**config.mk**
```make
export PLATFORM = sky130hd
export DESIGN_NAME = i2s_tdm_clock_flat
export DESIGN_NICKNAME = d
export VERILOG_FILES = /design/src/rtl/i2s_tdm_clock_if.sv /design/src/rtl/i2s_tdm_clock.sv /design/src/flat_wrapper.sv
export SDC_FILE = /design/constraint.sdc
export NUM_CORES = 1
export LEC_CHECK = 0
export CAP_MARGIN = 15
export CORE_UTILIZATION = 45
export DETAILED_ROUTE_END_ITERATION = 8
export GPL_TIMING_DRIVEN = 0
export MAX_ROUTING_LAYER = met4
export PLACE_DENSITY = 0.87
export SKIP_CTS_REPAIR_TIMING = 1
export SKIP_LAST_GASP = 1
export SLEW_MARGIN = 20
export SYNTH_ARGS = -nofsm -noshare
export SYNTH_HDL_FRONTEND = slang
export SYNTH_SLANG_ARGS = --single-unit
```
**constraint.sdc**
```tcl
create_clock -name ck -period 2.2 [get_ports ck]
set_clock_uncertainty 0.2 [all_clocks]
set_input_delay 0.22 -clock ck [delete_from_list [all_inputs] [get_ports ck]]
set_output_delay 0.22 -clock ck [all_outputs]
set_load 0.02 [all_outputs]
```
**src/rtl/i2s_tdm_clock_if.sv**
```systemverilog
// Purpose : clock/frame timing bundle between the I2S/TDM clock generator and the
//           serialiser/deserialiser blocks that consume its strobes.
// Ports   : en (+ div when I2S_TDM_CLOCK_RUNTIME_DIV_EN) into the generator;
//           sck, ws, frame_posn, chan, bit_posn, sck_rise, sck_fall, frame_start out.
// Modports: master = generator side, slave = consumer side.
interface i2s_tdm_clock_if #(
  parameter int CHAN_BITS = 32,
  parameter int CHANNELS  = 2
);
  localparam int FRAME = CHANNELS * CHAN_BITS;
  localparam int FW    = ($clog2(FRAME) > 1) ? $clog2(FRAME) : 1;
  localparam int CW    = ($clog2(CHANNELS) > 1) ? $clog2(CHANNELS) : 1;
  localparam int BW    = $clog2(CHAN_BITS);

  logic          en;
`ifdef I2S_TDM_CLOCK_RUNTIME_DIV_EN
  logic [7:0]    div;
`endif
  logic          sck;
  logic          ws;
  logic [FW-1:0] frame_posn;
  logic [CW-1:0] chan;
  logic [BW-1:0] bit_posn;
  logic          sck_rise;
  logic          sck_fall;
  logic          frame_start;

  modport master (
`ifdef I2S_TDM_CLOCK_RUNTIME_DIV_EN
    input  div,
`endif
    input  en,
    output sck, ws, frame_posn, chan, bit_posn, sck_rise, sck_fall, frame_start
  );

  modport slave (
`ifdef I2S_TDM_CLOCK_RUNTIME_DIV_EN
    output div,
`endif
    output en,
    input  sck, ws, frame_posn, chan, bit_posn, sck_rise, sck_fall, frame_start
  );
endinterface

```
**src/rtl/i2s_tdm_clock.sv**
```systemverilog
// Purpose : I2S/TDM bit-clock + frame generator; divides ck to sck, tracks frame position, makes ws.
// Latency : sck/ws/strobes are registered one ck behind the prescale/frame_posn counters.
// Backpr. : none; free-running while en=1, en=0 or rst_n=0 forces every output and counter to 0.
// Ports   : ck, rst_n (synchronous, active-low), bus (i2s_tdm_clock_if.master).
// Option  : define I2S_TDM_CLOCK_RUNTIME_DIV_EN to take the divider from bus.div,
//           reloaded only in reset, while idle, or at the frame wrap (min value 2).
module i2s_tdm_clock #(
  parameter int DIVIDER   = 12,
  parameter int CHAN_BITS = 32,
  parameter int CHANNELS  = 2,
  parameter int MODE      = 0,
  parameter int WS_EARLY  = 0
) (
  input logic             ck,
  input logic             rst_n,
  i2s_tdm_clock_if.master bus
);
  localparam int FRAME = CHANNELS * CHAN_BITS;
  localparam int FW    = ($clog2(FRAME) > 1) ? $clog2(FRAME) : 1;
  localparam int CW    = ($clog2(CHANNELS) > 1) ? $clog2(CHANNELS) : 1;
  localparam int BW    = $clog2(CHAN_BITS);
`ifdef I2S_TDM_CLOCK_RUNTIME_DIV_EN
  localparam int PW    = 8;
`else
  localparam int PW    = ($clog2(DIVIDER) > 1) ? $clog2(DIVIDER) : 1;
`endif

  localparam logic [FW-1:0] POSN_LAST  = FW'(FRAME - 1);
  localparam logic [FW-1:0] POSN_RIGHT = FW'(CHAN_BITS);

  logic [PW-1:0] prescale_q, prescale_d;
  logic [FW-1:0] frame_posn_q, frame_posn_d;
  logic          sck_q, sck_d;
  logic          ws_q, ws_d;
  logic          sck_rise_q, sck_rise_d;
  logic          sck_fall_q, sck_fall_d;
  logic          frame_start_q, frame_start_d;

  logic [PW-1:0] pre_last;   // D-1
  logic [PW-1:0] pre_half;   // D/2, first prescale value with sck high
  logic          pre_wrap;
  logic          posn_wrap;
  logic [FW-1:0] ws_posn;

`ifdef I2S_TDM_CLOCK_RUNTIME_DIV_EN
  logic [PW-1:0] div_q, div_d;
  logic [PW-1:0] div_load;

  assign div_load = (bus.div < 8'd2) ? 8'd2 : bus.div;

  // The divider only changes when no frame is in flight or exactly at the
  // frame boundary, so sck never produces a runt period mid-frame.
  always_comb begin
    div_d = div_q;
    if (!bus.en || posn_wrap) div_d = div_load;
  end

  always_ff @(posedge ck) begin
    if (!rst_n) div_q <= div_load;
    else        div_q <= div_d;
  end

  assign pre_last = div_q - 8'd1;
  assign pre_half = div_q >> 1;
`else
  assign pre_last = PW'(DIVIDER - 1);
  assign pre_half = PW'(DIVIDER / 2);
`endif

  assign pre_wrap  = (prescale_q == pre_last);
  assign posn_wrap = pre_wrap && (frame_posn_q == POSN_LAST);

  always_comb begin
    prescale_d    = '0;
    frame_posn_d  = '0;
    sck_d         = 1'b0;
    ws_d          = 1'b0;
    sck_rise_d    = 1'b0;
    sck_fall_d    = 1'b0;
    frame_start_d = 1'b0;

    // Philips alignment: ws looks one bit ahead, wrapping at the frame end
    // (the frame length need not be a power of two).
    if (WS_EARLY != 0) ws_posn = (frame_posn_q == POSN_LAST) ? '0 : frame_posn_q + 1'b1;
    else               ws_posn = frame_posn_q;

    if (bus.en) begin
      prescale_d = pre_wrap ? '0 : prescale_q + 1'b1;
      if (pre_wrap) frame_posn_d = posn_wrap ? '0 : frame_posn_q + 1'b1;
      else          frame_posn_d = frame_posn_q;

      sck_d = (prescale_q >= pre_half);
      if (MODE == 1) ws_d = (ws_posn == '0);
      else           ws_d = (ws_posn >= POSN_RIGHT);

      // Compare next sck with current sck so each strobe lands in the first
      // cycle the new sck level is visible.
      sck_rise_d    = sck_d & ~sck_q;
      sck_fall_d    = ~sck_d & sck_q;
      frame_start_d = posn_wrap;
    end
  end

  always_ff @(posedge ck) begin
    if (!rst_n) begin
      prescale_q    <= '0;
      frame_posn_q  <= '0;
      sck_q         <= 1'b0;
      ws_q          <= 1'b0;
      sck_rise_q    <= 1'b0;
      sck_fall_q    <= 1'b0;
      frame_start_q <= 1'b0;
    end else begin
      prescale_q    <= prescale_d;
      frame_posn_q  <= frame_posn_d;
      sck_q         <= sck_d;
      ws_q          <= ws_d;
      sck_rise_q    <= sck_rise_d;
      sck_fall_q    <= sck_fall_d;
      frame_start_q <= frame_start_d;
    end
  end

  assign bus.sck         = sck_q;
  assign bus.ws          = ws_q;
  assign bus.frame_posn  = frame_posn_q;
  // CHAN_BITS is a power of two, so slot/bit are a shift and a slice.
  assign bus.chan        = CW'(frame_posn_q >> BW);
  assign bus.bit_posn    = frame_posn_q[BW-1:0];
  assign bus.sck_rise    = sck_rise_q;
  assign bus.sck_fall    = sck_fall_q;
  assign bus.frame_start = frame_start_q;
endmodule
```
**src/flat_wrapper.sv**
```systemverilog
// flat-port wrapper written by rule: the top's interface ports become plain ports
module i2s_tdm_clock_flat 
#(
  parameter int DIVIDER   = 12,
  parameter int CHAN_BITS = 32,
  parameter int CHANNELS  = 2,
  parameter int MODE      = 0,
  parameter int WS_EARLY  = 0
)
  (ck, rst_n, bus_en, bus_sck, bus_ws, bus_frame_posn, bus_chan, bus_bit_posn, bus_sck_rise, bus_sck_fall, bus_frame_start);
  i2s_tdm_clock_if #(.CHAN_BITS(CHAN_BITS), .CHANNELS(CHANNELS)) bus_i ();
  input logic ck;
  input logic rst_n;
  input wire logic [$bits(bus_i.en)-1:0] bus_en;
  output wire logic [$bits(bus_i.sck)-1:0] bus_sck;
  output wire logic [$bits(bus_i.ws)-1:0] bus_ws;
  output wire logic [$bits(bus_i.frame_posn)-1:0] bus_frame_posn;
  output wire logic [$bits(bus_i.chan)-1:0] bus_chan;
  output wire logic [$bits(bus_i.bit_posn)-1:0] bus_bit_posn;
  output wire logic [$bits(bus_i.sck_rise)-1:0] bus_sck_rise;
  output wire logic [$bits(bus_i.sck_fall)-1:0] bus_sck_fall;
  output wire logic [$bits(bus_i.frame_start)-1:0] bus_frame_start;
  assign bus_i.en = bus_en;
  assign bus_sck = bus_i.sck;
  assign bus_ws = bus_i.ws;
  assign bus_frame_posn = bus_i.frame_posn;
  assign bus_chan = bus_i.chan;
  assign bus_bit_posn = bus_i.bit_posn;
  assign bus_sck_rise = bus_i.sck_rise;
  assign bus_sck_fall = bus_i.sck_fall;
  assign bus_frame_start = bus_i.frame_start;
  i2s_tdm_clock #(.DIVIDER(DIVIDER), .CHAN_BITS(CHAN_BITS), .CHANNELS(CHANNELS), .MODE(MODE), .WS_EARLY(WS_EARLY)) u_core (.ck(ck), .rst_n(rst_n), .bus(bus_i));
endmodule
```
**Run 1: clock network drawn from the DEF**

Drawn at 10 px/um.
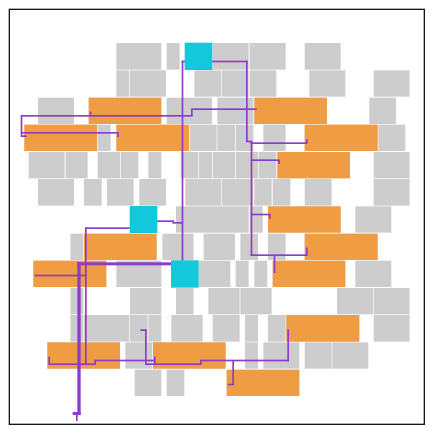
Key: flip-flops = orange [count 15]; cells driving clock nets = cyan [count 3]; clock wires = purple [length 198 um]
There are 4 routed clock nets.

**Run 1: met3 routing**

Drawn at 6 px/um.
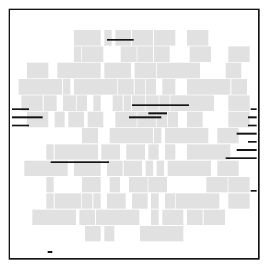
The layer carries 56.4 um of wire. 16 nets have wire on it. The longest straight run is 9.40 um. The wires run mostly horizontal.

**Run 1: routing congestion**

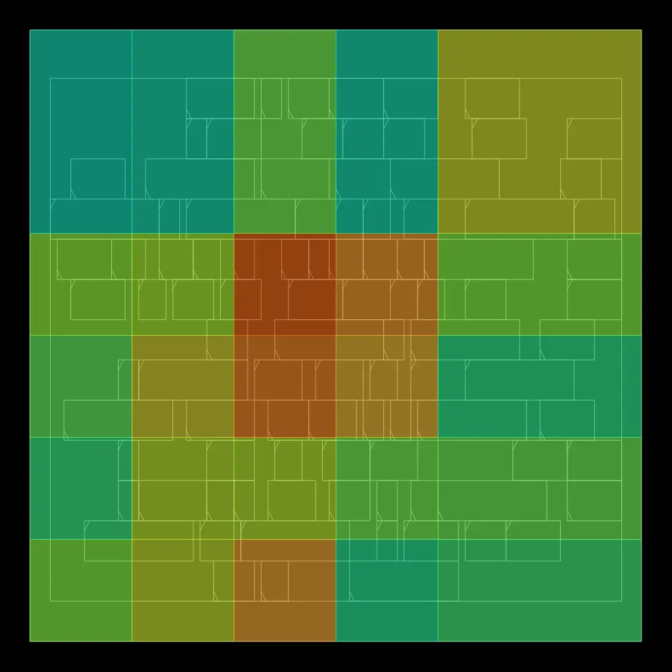
busiest grt layer: met2
overall routing resource usage: 20.2%
Final Util: 68.3%

==> results.txt, run 1 <==
run results: Worst Setup EP=bus_frame_posn[0], Worst R2R Path Depth=4, critical hold path startpoint=u_core.bus.sck$_SDFF_PN0_, routed wl met3=~56 um, WL met2=approximately 680 um, Post-Syn Area=about 700 sq um, Synth area leader=dfxtp_1, Logic area=325 sq um, R2R Setup Slk=~0.42 ns, Mean Syn Cell Area=between 9 and 10 sq um, Max Used Layer=met4, Crit. End Element=output pin, Tool Warnings=29, non-clock inverter count=3, vias per inst=around 5.3, first-pass GRT wire length=2190 um, minimum clock period after layout=a little under 2 ns, WL/cell=roughly 12 um, Clock Tree Root=clkbuf_4, clk latency late pin=around 0.28 ns, Slew Limit Fails=0, sequential fraction of total cell area=between 30 and 40%, flip-flops with a built-in enable=0, via count=around 600, Fill cells=118, largest net degree at the start of global routing=11, Yosys cell types=28, Synth top cell by count=dfxtp_1, Cell Area, Placed=around 910 sq um, status=completed, Cells after Synth=about 74, Hold Path Stages=1, FF+latch count, synth=15, Post-synth ARST share=0%, register area=around 300 sq um, reg2reg start=u_core.prescale_q[1]$_SDFF_PP0_, Hold Fails Final Rpt=0, main area contributors=dfxtp_1 43%, buf_4 8.6%, ha_1 7.2%
## run 1: state kept, by name, summed over array words and instances, names as in the netlist
name / flops
u_core.bus.frame_posn: 6
u_core.prescale_q: 4
u_core.bus.frame_start: 1
u_core.bus.sck: 1
u_core.bus.sck_fall: 1
u_core.bus.sck_rise: 1
u_core.bus.ws: 1
## run 1: report_power, final
group | internal [mW] | switching (mW) | total (mW)
combinational | 0.00641 | 0.00710 | 0.0135
sequential | 0.273 | 0.00203 | 0.275
clock | 0.0675 | 0.0937 | 0.161
total | 0.347 | 0.103 | 0.450
## run 1: critical path: stages, from the launching register on
cell	delay, ns
dfxtp_1	0.51
buf_4	0.16
clkdlybuf4s50_1	0.59
==> run 1 -> run 2 <==
- GPL_ROUTABILITY_DRIVEN: not set -> 0
**Run 2: metal layers overlaid**

Drawn at 6 px/um.
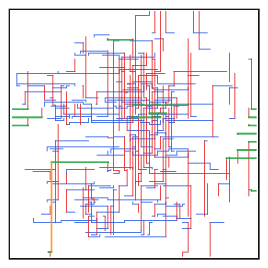
Key: met3 = green [wire length 56.4 um]; met4 = orange [wire length 15.0 um]; met2 = red [wire length 679 um]; met1 = blue [wire length 618 um]

**Run 2: met3 routing**

Drawn at 6 px/um.
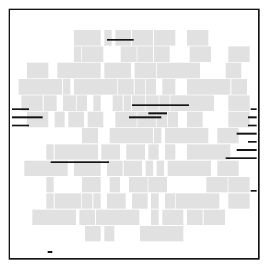
The layer carries 56.4 um of wire. The longest straight run is 9.40 um.

**Run 2: sequential cells grouped by signal name**

Drawn at 6 px/um.
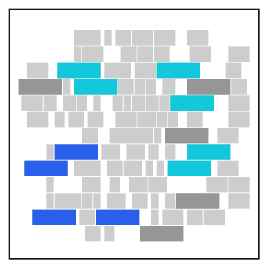
Key: u_core.bus.frame_posn = cyan [flops 6]; u_core.prescale_q = blue [flops 4, where lower left]
Another 5 sequential cells are not coloured.

==> run 2 against run 1 <==
Against the previous run:
- setup slack unchanged
- global-route usage unchanged
- via count is the same
- die size unchanged
- critical path depth unchanged
- cell area is the same
- clock power barely moved
==> results.txt, run 2 <==
run results: status=completed, register area=about 300 sq um, Tool Warnings=29, Hold Fails Final Rpt=0, Fill cells=between 100 and 150, Logic area=325 sq um, Comb power frac=under 10%, Slew Limit Fails=0, slowest CP cell=clkdlybuf4s50_1, Clock Tree Root=clkbuf_4, Worst path max stage delay=roughly 0.59 ns, clk latency late pin=approximately 0.28 ns, Yosys cell types=28, Post-synth ARST share=0%, Clk. pwr=161 uW, internal power=~350 uW, Seq pwr share=61.2%, reg2reg start=u_core.prescale_q[1]$_SDFF_PP0_, Synth area leader=dfxtp_1, worst-path cell chain=buf_4 > clkdlybuf4s50_1, WL/cell=between 10 and 15 um
[run 2: metrics by stage]
stage	utilization, %	total power [mW]	cell area [sq um]	hold slack [ns]	setup WS (ns)
6_report	68.3	0.450	933	0.262	0.231
5_1_grt	68.3	0.466	933	0.290	0.176
4_1_cts	68.3	0.452	933	0.254	0.244
3_5_place_dp	66.3	0.295	906	0.240	0.439
3_3_place_gp	66.3	0.294	906	0.230	0.466
2_1_floorplan	-	0.288	697	0.173	0.550
[run 2: final cells by class]
type	instances	share of cell area [%]
buffer	8	6.43
clock buffer	3	2.41
clock inverter	1	0.536
inverter	3	1.21
multi-input combinational	48	34.9
sequential	15	32.2
tap	15	2.01
timing repair buffer	19	20.4
[run 2: critical path, delay by kind of cell (launching register included)]
kind,cells,cell delay (ns)
buffers and inverters,2,0.75
flip-flops,1,0.51
==> run 2 -> run 3 <==
- ABC_AREA: not set -> 1
- CORE_UTILIZATION: 45 -> 44
- PLACE_DENSITY: 0.87 -> 0.86
**Run 3: clock network drawn from the DEF**

Drawn at 10 px/um.
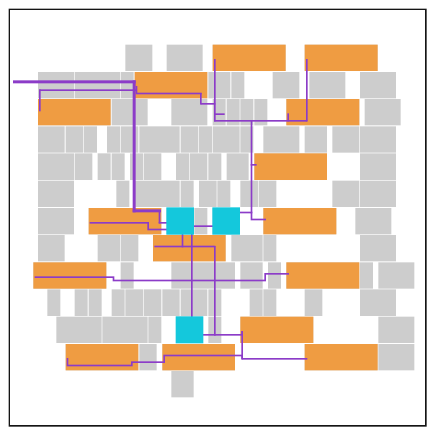
Key: cells driving clock nets = cyan [count 3]; clock wires = purple [length 188 um]; flip-flops = orange [count 15]
There are 4 routed clock nets.

**Run 3: metal layers overlaid**

Drawn at 6 px/um.
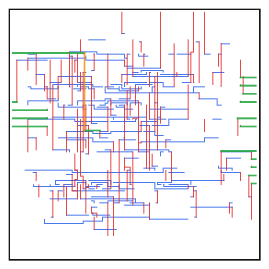
Key: met2 = red [wire length 481 um]; met3 = green [wire length 56.6 um]; met1 = blue [wire length 562 um]; met4 = orange [wire length 12.9 um]

**Run 3: met3 routing**

Drawn at 6 px/um.
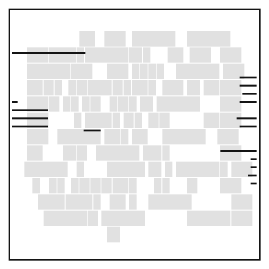
The longest straight run is 12.0 um. The layer holds 5.1% of the routed length. The wires run mostly horizontal. 16 nets have wire on it.

==> run 3 against run 2 <==
Against the previous run:
- maximum frequency is 5.8% higher
- power shrank 0.97%
- wire length down 19%
- sequential share of layout area rose by 0.39 points
- first-iteration DRC count fell by 11%
- register-to-register slack improved by 0.35 ns
- global-route usage is 5.3 points lower
- sequential power hardly changed
- core utilization down 1.6 points
- non-clock buffer count shrank 2
- cell count increased by 8.0%
- critical endpoint is now bus_frame_posn[3]
- largest power group unchanged
==> results.txt, run 3 <==
run results: status=completed, Buf+Inv Stages, Crit Path=2, internal power=~350 uW, flip-flops with a built-in enable=0, Hold Path Stages=2, main area contributors=dfxtp_1 44%, ha_1 7.3%, buf_4 6.6%, Slew Limit Fails=0, Synth area leader=dfxtp_1, worst-path cell chain=buf_4 > clkdlybuf4s50_1, Clock Tree Root=clkbuf_4, Worst Setup EP=bus_frame_posn[3], Pwr Total=446 uW, critical hold path startpoint=u_core.bus.sck$_SDFF_PN0_, Comb power frac=between 3 and 4%, Mean Syn Cell Area=8.28 sq um, Tool Warnings=29, Yosys cell types=22, FF+latch count, synth=15, WL met2=roughly 480 um, slowest CP cell=clkdlybuf4s50_1, Seq. pwr=between 200 and 300 uW, Seq pwr share=approximately 62%, sw frac=between 20% and 30%, CP top delay family=buffers and inverters, comb pwr=15.3 uW, Worst R2R Path Depth=6, clk latency late pin=between 0.2 and 0.3 ns, top power group=sequential cells
run 3: cell count changes after synthesis, moves of 2 or more:
cell,change
inv_1,+6
nand2_1,+6
inv_2,+3
nor2_2,+3
o21ai_0,-3
o21ai_1,+3
buf_4,-2
nand3_1,+2
nand4b_1,-2
nor2_1,+2
or3_1,-2
run 3: logic make-up after synthesis:
| logic type | Yosys count |
|---|---|
| and+or+nand+nor | 35 |
| buffers and inverters | 18 |
| DFF | 15 |
| AOI/OAI and AO/OA | 10 |
| adders and majority gates | 4 |
| xor gates and xnor gates | 1 |
run 3: area by class of cell:
cell class                 count  area, sq um
buffer                         6         45.0
clock buffer                   4         26.3
fill                         129          460
inverter                      12         45.0
multi-input combinational     50          297
sequential                    15          300
tap                           15         18.8
timing repair buffer          19          190
Power is estimated from default activity; no workload was simulated.
